`src/rtl/program_feeder.sv`:
```
// Instruction source for the CPU: holds a host-loaded program and feeds one byte per LoadIRSig.
// Holds the CPU in reset until a run starts; presents HALT_OPCODE once the program is exhausted.
module program_feeder #(
  parameter int unsigned ADDR_W      = 8,
  parameter logic [7:0]  HALT_OPCODE = 8'h00
) (
  input  logic              clk,
  input  logic              reset,
  input  logic              wr_en,
  input  logic [ADDR_W-1:0] wr_addr,
  input  logic [7:0]        wr_data,
  input  logic [ADDR_W:0]   prog_len,
  input  logic              start,
  input  logic              abort,
  input  logic              LoadIRSig,
  output logic [7:0]        instruction,
  output logic              cpu_reset,
  output logic [ADDR_W:0]   pc,
  output logic              busy,
  output logic              done
);

  localparam int unsigned     Depth  = 2 ** ADDR_W;
  localparam logic [ADDR_W:0] DepthW = {1'b1, {ADDR_W{1'b0}}};
  localparam logic [ADDR_W:0] PcOne  = {{ADDR_W{1'b0}}, 1'b1};
  localparam logic [ADDR_W-1:0] Addr0 = '0;

  typedef enum logic [1:0] {StIdle, StPrime, StRun, StDone} state_e;

  state_e          state_q, state_d;
  logic [ADDR_W:0] len_q, len_d;
  logic [ADDR_W:0] pc_q, pc_d;
  logic [7:0]      instr_q, instr_d;
  logic            cpu_reset_q, cpu_reset_d;
  logic [ADDR_W:0] len_clamped;
  logic            mem_we;

  logic [7:0] mem [Depth];

  assign len_clamped = (prog_len > DepthW) ? DepthW : prog_len;
  assign mem_we      = wr_en && (state_q == StIdle) && !reset;

  // Program memory is deliberately left out of reset so a loaded program survives it.
  always_ff @(posedge clk) begin
    if (mem_we) begin
      mem[wr_addr] <= wr_data;
    end
  end

  always_comb begin
    state_d     = state_q;
    len_d       = len_q;
    pc_d        = pc_q;
    instr_d     = instr_q;
    cpu_reset_d = cpu_reset_q;

    if (abort && (state_q != StIdle)) begin
      state_d     = StIdle;
      pc_d        = '0;
      instr_d     = 8'h00;
      cpu_reset_d = 1'b1;
    end else if (start && !abort && ((state_q == StIdle) || (state_q == StDone))) begin
      len_d = len_clamped;
      pc_d  = '0;
      if (len_clamped == '0) begin
        state_d     = StDone;
        instr_d     = HALT_OPCODE;
        cpu_reset_d = 1'b0;
      end else begin
        // A re-run from DONE puts the CPU back in reset for the priming cycle.
        state_d     = StPrime;
        cpu_reset_d = 1'b1;
      end
    end else begin
      unique case (state_q)
        StIdle: ;
        StPrime: begin
          instr_d     = mem[Addr0];
          pc_d        = PcOne;
          cpu_reset_d = 1'b0;
          state_d     = StRun;
        end
        StRun: begin
          if (LoadIRSig) begin
            if (pc_q < len_q) begin
              instr_d = mem[pc_q[ADDR_W-1:0]];
              pc_d    = pc_q + PcOne;
            end else begin
              instr_d = HALT_OPCODE;
              state_d = StDone;
            end
          end
        end
        StDone: ;
        default: ;
      endcase
    end
  end

  always_ff @(posedge clk) begin
    if (reset) begin
      state_q     <= StIdle;
      len_q       <= '0;
      pc_q        <= '0;
      instr_q     <= 8'h00;
      cpu_reset_q <= 1'b1;
    end else begin
      state_q     <= state_d;
      len_q       <= len_d;
      pc_q        <= pc_d;
      instr_q     <= instr_d;
      cpu_reset_q <= cpu_reset_d;
    end
  end

  assign instruction = instr_q;
  assign cpu_reset   = cpu_reset_q;
  assign pc          = pc_q;
  assign busy        = (state_q == StPrime) || (state_q == StRun);
  assign done        = (state_q == StDone);

endmodule

```
`config.mk`:
```
export PLATFORM = sky130hd
export DESIGN_NAME = program_feeder
export DESIGN_NICKNAME = d
export VERILOG_FILES = /design/src/rtl/program_feeder.sv
export SDC_FILE = /design/constraint.sdc
export NUM_CORES = 2
export LEC_CHECK = 0
export ABC_AREA = 1
export CAP_MARGIN = 25
export CELL_PAD_IN_SITES_DETAIL_PLACEMENT = 1
export CELL_PAD_IN_SITES_GLOBAL_PLACEMENT = 2
export CORE_MARGIN = 4
export CORE_UTILIZATION = 40
export DETAILED_ROUTE_END_ITERATION = 8
export PLACE_DENSITY = 0.74
export SYNTH_ARGS = -nofsm -noshare
export SYNTH_HDL_FRONTEND = slang
export SYNTH_SLANG_ARGS = --single-unit
```
`constraint.sdc`:
```
create_clock -name clk -period 2.1 [get_ports clk]
set_clock_uncertainty 0.05 [all_clocks]
set_input_delay 0.315 -clock clk [delete_from_list [all_inputs] [get_ports clk]]
set_output_delay 0.315 -clock clk [all_outputs]
set_load 0.005 [all_outputs]
```
==> results.txt <==
Implementation summary

The largest total area in the synthesized netlist belongs to sky130_fd_sc_hd__edfxtp_1. In the routed layout, each cell is associated on average with a via count of 5.61. In the detailed route, the total length drawn on met3 is 18300 µm. The post-route cell area is 108000 µm².

The total of endpoints with negative setup slack in the final report is 1377. STA puts the critical path data required time at 2.84 ns. In the post-route report, total wirelength is listed as 297000 µm. The critical path endpoint is instruction[5].

OpenROAD reports that the post-layout worst path occupies 129% of the period. Setup repair after global routing could not meet its margin everywhere. In the final layout, the share of cells above drive strength 1 is 20.9%. Warnings reported by Yosys during synthesis add up to 0. The group drawing the most power is registers. For this configuration, the core starts out at a cell density of 40.3%. The number of placed I/O pins is 51. The most common cell in the synthesized netlist is sky130_fd_sc_hd__nand2_1. The share of flip-flops with an asynchronous set or reset is 0%. Ranking logic cells in the layout by count gives the top entries 2124 x sky130_fd_sc_hd__nand2_1, 2048 x sky130_fd_sc_hd__edfxtp_1, 1853 x sky130_fd_sc_hd__nand3_1. The chip area in the Yosys report is 84800 µm². The clock network power is 37.8 mW. The flow ran to the end, but the final reports show violations. The checks that failed: setup timing.

The final weighted congestion in routability-driven placement is 0.886. The clock-pin slew on the worst setup and hold paths is 0.06 ns. The portion of the post-synthesis area used by sequential elements is 73.4%. The instance area after placement is 95500 µm². The smallest clock period supported by the final layout is computed as 2.71 ns.

The start point of the worst hold path is prog_len[8]. The count of buffers added by post-CTS timing repair for setup is 54. For this run, the total global-route usage over all layers was measured as 26.4%. The sequential-cell power consumption is 45.8 mW.

For this run the aggregate overflow at the end of global routing stands at 0. The final timing report gives a worst setup slack of -0.609 ns. The post-synthesis area per instance is 11.8 µm². The port buffer count is 50. The global-route wire length before repair is 429000 µm. The report lists the number of cells resized after CTS as 442. The flow measured a signed area growth from synthesis to layout of 27.2%. Counting every instance in the synthesized netlist gives 7164.
registers in the layout, summed over array words and instances (netlist names), named ones only:
name and count:
cpu_reset 1, mem 2048, len_q 9, instruction 8
state_q 2, pc 9
area by class of cell:
class	instances	area, µm²	area share (%)
diodes	5	12.5	0.0116
clock inverters	126	1040	0.962
flip-flops and latches	2085	62300	57.8
clock buffers	275	5850	5.42
inverters	48	234	0.217
multi-input cells	4546	22300	20.7
repair buffers	1019	12500	11.6
well taps	2805	3510	3.25
worst max-delay path, stage by stage, from the launching register on:
cell and delay, ns:
sky130_fd_sc_hd__dfxtp_4 0.37, sky130_fd_sc_hd__buf_12 0.14, sky130_fd_sc_hd__inv_16 0.08, sky130_fd_sc_hd__buf_16 0.19, sky130_fd_sc_hd__buf_16 0.19, sky130_fd_sc_hd__buf_16 0.17
sky130_fd_sc_hd__buf_8 0.13, sky130_fd_sc_hd__nand2_1 0.05, sky130_fd_sc_hd__nand3_1 0.08, sky130_fd_sc_hd__nand3_2 0.11, sky130_fd_sc_hd__nand3_2 0.08, sky130_fd_sc_hd__nand3_2 0.08
sky130_fd_sc_hd__nand3_4 0.11, sky130_fd_sc_hd__nand3_2 0.09, sky130_fd_sc_hd__buf_6 0.15, sky130_fd_sc_hd__nand3_2 0.07, sky130_fd_sc_hd__nand3_2 0.13, sky130_fd_sc_hd__nand2_2 0.12
sky130_fd_sc_hd__nand2_2 0.06, sky130_fd_sc_hd__a21oi_2 0.13
kinds of logic (layout without fill, tap and decap cells):
kind of cell | after synthesis | in the layout | share of synthesized area (%)
flip-flops | 2085 | 2085 | 73.4
buffers and inverters | 533 | 1468 | 3.17
AND-OR/OR-AND | 50 | 50 | 0.316
AND/OR/NAND/NOR | 4483 | 4483 | 22.9
other | 0 | 5 | 0
adder cells (fa/ha/maj) | 13 | 13 | 0.192
### Supply network

Pins as bars on the die edge. Tap cells in gray.
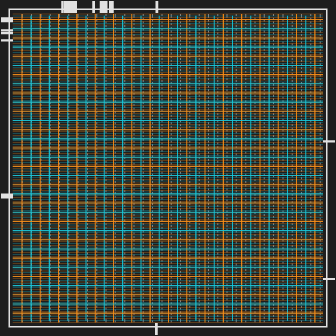
legend:
  VSS:
    color: orange
  VDD:
    color: cyan
met1 rails: 169
met5 straps: 33
rows: 168
x dimension of the die: 468 µm
IR Drop Worst-Case VDD: 0.000860 V
Core Footprint: 210000 µm²
die extent in y: 468 µm

### Cell classes on the final placement

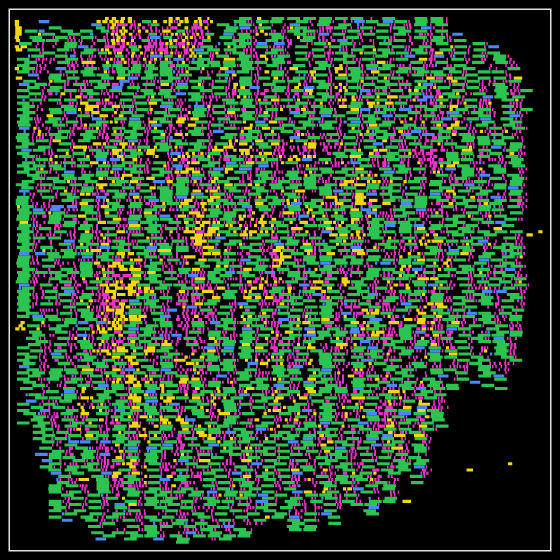
legend:
  other buffers and delay cells:
    color: yellow
    cells: 1019
    share_of_their_area: 12%
  combinational and other logic:
    color: magenta
    cells: 4594
    share_of_their_area: 22%
  flops:
    color: green
    cells: 2085
    share_of_their_area: 60%
  clock drivers and dummy loads:
    color: blue
    cells: 401
    share_of_their_area: 6.6%
row cnt: 168
fraction of standard cell area that is sequential: 57.8%

No activity file was given, so power comes from the tool's default toggle rates.
